`src/rtl/neuron_input_packer.sv`:
```
// Packs sign-magnitude samples, one per beat, into a LANES*DW vector for the Neuron/MAC62 datapath.
// Latency: m_valid rises the cycle after the completing beat; s_ready returns the cycle after a take.
// Backpressure: single buffer drops s_ready while a vector is held; with PACKER_DOUBLE_BUF_EN one bank fills while the other is held.
module neuron_input_packer #(
  parameter int LANES = 62,
  parameter int DW    = 8
) (
  input  logic                clk,
  input  logic                rst,
  input  logic                s_valid,
  input  logic [DW-1:0]       s_data,
  input  logic                s_last,
  output logic                s_ready,
  output logic                m_valid,
  output logic [LANES*DW-1:0] m_vec,
  output logic                m_short,
  input  logic                m_ready
);

  // Index width; LANES=1 still needs a 1-bit index that simply stays at 0.
  localparam int            IW       = (LANES > 1) ? $clog2(LANES) : 1;
  localparam logic [IW-1:0] LAST_IDX = IW'(LANES - 1);
  localparam logic [IW-1:0] IDX_ONE  = IW'(1);
  // Sign bit set with zero magnitude: the redundant negative zero.
  localparam logic [DW-1:0] NEG_ZERO = {1'b1, {(DW-1){1'b0}}};

  logic          r_started;
  logic [IW-1:0] r_idx;
  logic [DW-1:0] w_norm;
  logic          w_accept;
  logic          w_complete;
  logic          w_short;
  logic          w_take;

  // Negative zero collapses to +0 so downstream MACs see one zero code.
  assign w_norm     = (s_data == NEG_ZERO) ? '0 : s_data;
  assign w_accept   = s_valid && s_ready;
  assign w_complete = s_last || (r_idx == LAST_IDX);
  assign w_short    = (r_idx != LAST_IDX);

  // Holds s_ready low during reset and until the first edge after release.
  always_ff @(posedge clk or posedge rst) begin
    if (rst) begin
      r_started <= 1'b0;
    end else begin
      r_started <= 1'b1;
    end
  end

`ifdef PACKER_DOUBLE_BUF_EN

  // Two ping-pong banks: r_fill_sel is the bank being written, r_out_sel the
  // bank presented. They only coincide when both banks are empty or both are
  // full, so an accept and a take in the same cycle always hit different banks.
  logic [LANES*DW-1:0] r_bank [2];
  logic [1:0]          r_full;
  logic [1:0]          r_bshort;
  logic                r_fill_sel;
  logic                r_out_sel;

  assign s_ready = r_started && !r_full[r_fill_sel];
  assign m_valid = r_full[r_out_sel];
  assign m_vec   = r_bank[r_out_sel];
  assign m_short = r_bshort[r_out_sel];
  assign w_take  = m_valid && m_ready;

  // Bank fill, completion and release; a taken bank is zeroed so it refills clean.
  always_ff @(posedge clk or posedge rst) begin
    if (rst) begin
      for (int b = 0; b < 2; b++) begin
        r_bank[b] <= '0;
      end
      r_full     <= '0;
      r_bshort   <= '0;
      r_fill_sel <= 1'b0;
      r_out_sel  <= 1'b0;
      r_idx      <= '0;
    end else begin
      if (w_take) begin
        r_bank[r_out_sel]   <= '0;
        r_full[r_out_sel]   <= 1'b0;
        r_bshort[r_out_sel] <= 1'b0;
        r_out_sel           <= ~r_out_sel;
      end
      if (w_accept) begin
        for (int i = 0; i < LANES; i++) begin
          if (r_idx == IW'(i)) begin
            r_bank[r_fill_sel][i*DW +: DW] <= w_norm;
          end
        end
        if (w_complete) begin
          r_full[r_fill_sel]   <= 1'b1;
          r_bshort[r_fill_sel] <= w_short;
          r_fill_sel           <= ~r_fill_sel;
          r_idx                <= '0;
        end else begin
          r_idx <= r_idx + IDX_ONE;
        end
      end
    end
  end

`else

  typedef enum logic {
    ST_FILL = 1'b0,
    ST_FULL = 1'b1
  } state_t;

  state_t              r_state;
  state_t              w_state_nxt;
  logic [LANES*DW-1:0] r_buf;
  logic                r_short;

  assign m_vec   = r_buf;
  assign m_short = r_short;

  // State register.
  always_ff @(posedge clk or posedge rst) begin
    if (rst) begin
      r_state <= ST_FILL;
    end else begin
      r_state <= w_state_nxt;
    end
  end

  // Next state and handshake outputs; m_ready is only looked at while FULL.
  always_comb begin
    w_state_nxt = r_state;
    s_ready     = 1'b0;
    m_valid     = 1'b0;
    w_take      = 1'b0;
    unique case (r_state)
      ST_FILL: begin
        s_ready = r_started;
        if (s_valid && r_started && w_complete) begin
          w_state_nxt = ST_FULL;
        end
      end
      ST_FULL: begin
        m_valid = 1'b1;
        w_take  = m_ready;
        if (m_ready) begin
          w_state_nxt = ST_FILL;
        end
      end
      default: begin
        w_state_nxt = ST_FILL;
      end
    endcase
  end

  // Lane writes while filling; buffer zeroed on take so short vectors pad with 0.
  always_ff @(posedge clk or posedge rst) begin
    if (rst) begin
      r_buf   <= '0;
      r_short <= 1'b0;
      r_idx   <= '0;
    end else if (w_take) begin
      r_buf   <= '0;
      r_short <= 1'b0;
    end else if (w_accept) begin
      for (int i = 0; i < LANES; i++) begin
        if (r_idx == IW'(i)) begin
          r_buf[i*DW +: DW] <= w_norm;
        end
      end
      if (w_complete) begin
        r_short <= w_short;
        r_idx   <= '0;
      end else begin
        r_idx <= r_idx + IDX_ONE;
      end
    end
  end

`endif

endmodule
```
`config.mk`:
```
export PLATFORM = sky130hd
export DESIGN_NAME = neuron_input_packer
export DESIGN_NICKNAME = d
export VERILOG_FILES = /design/src/rtl/neuron_input_packer.sv
export SDC_FILE = /design/constraint.sdc
export NUM_CORES = 1
export LEC_CHECK = 0
export CORE_AREA = 2 2 295 151
export CTS_CLUSTER_DIAMETER = 80
export CTS_CLUSTER_SIZE = 28
export DETAILED_ROUTE_END_ITERATION = 8
export DIE_AREA = 0 0 297 153
export PLACE_DENSITY = 0.84
export SKIP_LAST_GASP = 1
export SYNTH_ARGS = -nofsm -noshare
export SYNTH_HDL_FRONTEND = slang
export SYNTH_SLANG_ARGS = --single-unit
```
`constraint.sdc`:
```
create_clock -name clk -period 18.3 [get_ports clk]
set_clock_uncertainty 0.05 [all_clocks]
set_input_delay 2.745 -clock clk [delete_from_list [all_inputs] [get_ports clk]]
set_output_delay 2.745 -clock clk [all_outputs]
set_load 0.01 [all_outputs]
```
==> reports/qor.json <==
{
  "outcome": {
    "status": "finished with violations",
    "failing_checks": "slew limit"
  },
  "sta": {
    "slew_headroom_pct": -0.811,
    "fmax_mhz": 165,
    "drv_slew": 30,
    "final_setup_vio_count": 0,
    "whs_ns": 0.464,
    "timing.final.hold_violations": 0,
    "postLayoutSetupSlackWorst_ns": 12.23
  },
  "layout": {
    "antenna_cells_inserted": 1,
    "fillers": 3403,
    "dominant-cell-class": "sequential cells",
    "comb-cell-share_pct": 28.5,
    "layout.non_clock_inverters": 19,
    "final_layout_top_logic_cells": "sky130_fd_sc_hd__dfrtp_1, sky130_fd_sc_hd__clkdlybuf4s50_1, sky130_fd_sc_hd__nand3_1"
  },
  "critical_path": {
    "worstSetupPathType": "primary input to asynchronous set/reset pin",
    "r2r-start": "r_state$_DFF_PP0_",
    "worst-r2r-cell-count": 3,
    "max_fo_critical_path": 127,
    "timing.critical_path.mode_cell": "sky130_fd_sc_hd__buf_4",
    "arrival_ns": 6.56,
    "timing.critical_path.depth": 5,
    "critical-path-max-stage-delay_ns": 0.95,
    "required_time_reported_for_the_critical_path_endpoint_ns": 18.79,
    "crit_path_cell_trace": "clkdlybuf4s50_1 > inv_8 > buf_4 > buf_4 > buf_4",
    "worstReg2RegEnd": "m_vec[172]$_DFFE_PP0P_"
  },
  "grt": {
    "grt_max_degree": 220,
    "first_pass_grt_wire_length_microns": 108000,
    "all_layer_global_routing_usage_pct": 30.3,
    "grt_pass1_vias": 18038
  },
  "cts": {
    "tritoncts.num_buffers": 22,
    "clock.latency.late_pin_ns": 0.57,
    "total_of_hold_buffers_inserted_after_clock_tree_synthesis": 0,
    "cts_max_level": 1,
    "tritoncts": "yes",
    "clockRootBuffer": "sky130_fd_sc_hd__clkbuf_16",
    "cts-root-to-sink-buffers": 3
  },
  "hold_path": {
    "worst_hold_path.endpoint": "m_vec[124]$_DFFE_PP0P_",
    "hp-class": "flop to flop"
  },
  "placed_design": {
    "place_hpwl_microns": 44900,
    "place.port_buffers": 511,
    "detailedPlace.worstSlack_ns": 11.49,
    "post-place-cells": 3055
  },
  "flow_run": {
    "max_cap_viol_count": 0
  },
  "synth": {
    "syn_avg_cell_area_sq_um": 9.99,
    "post_synth_instance_area_sq_um": 21200,
    "most_common_cell": "sky130_fd_sc_hd__dfrtp_1",
    "number_of_nets_produced_by_synthesis": 2143,
    "simple_gate_area_share_pct": 20.0,
    "yosys-stat-cells": 2125,
    "postSynth.asyncResetShare_pct": 100,
    "synth.top_cells.by_count": "sky130_fd_sc_hd__dfrtp_1, sky130_fd_sc_hd__nand3_1, sky130_fd_sc_hd__nand2_1",
    "synth.yosys.seq_area_share_pct": 59.5,
    "netlist_instances": 2125
  },
  "power": {
    "internal-power_w": 0.00156,
    "total_switching_power_w": 0.000642,
    "switching_share_pct": 29.1
  },
  "detailed_routing": {
    "drt-initial-drc-count": 1804,
    "route.detailed.vias_per_inst": 5.90,
    "detail-route-antenna-nets": 0,
    "postRouteWirelength_microns": 70800
  },
  "die": {
    "ios": 512
  }
}
==> power groups by stage <==
| stage | Sequential (W) | Combinational, W | Clock (W) |
|---|---|---|---|
| 6_report | 0.00122 | 0.000397 | 0.000587 |
| 5_1_grt | 0.00123 | 0.000424 | 0.000633 |
| 4_1_cts | 0.00122 | 0.000397 | 0.000595 |
| 3_5_place_dp | 0.00124 | 0.000395 | 0 |
| 3_3_place_gp | 0.00123 | 0.000385 | 0 |
| 2_1_floorplan | 0.00126 | 0.000177 | 0 |
==> metal layers <==
layer | global-route usage (%) | share of wire [%]
met1 | 40.7 | 40
met2 | 47.6 | 47
met3 | 8.06 | 9.2
met4 | 11.4 | 4.0
met5 | 0 | 0
Clock network drawn from the DEF:
Scale: 1.5 px per micron.
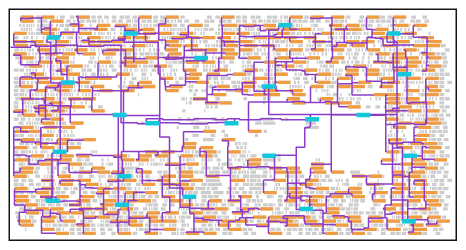
[orange] flip-flops | count: 505
[cyan] cells driving clock nets | count: 22
[purple] clock wires | length: 5,530 microns
routed clock nets: 23
flops lie: all over the die
clock network fraction of total power: 26.6%
power of the clock network: 0.000587 W

Where the registers sit:
Scale: 1 px per micron.
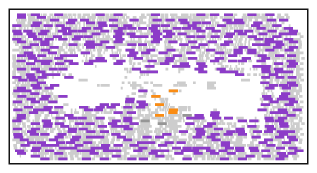
| color | signal | flops |
|---|---|---|
| orange | r_idx | 6 |
| purple | m_vec | 496 |
not colored: 3
footprint of the flip-flops and latches: 12,600 sq um
Seq group: 0.00122 W
fraction of area in registers: 46.6%

Metal layers overlaid:
Scale: 1 px per micron.
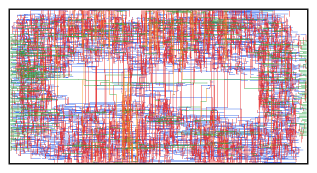
| color | layer | wire length |
|---|---|---|
| blue | met1 | 28.4 mm |
| green | met3 | 6,530 microns |
| orange | met4 | 2,850 microns |
| red | met2 | 33.0 mm |

No activity file was given, so power comes from the tool's default toggle rates.
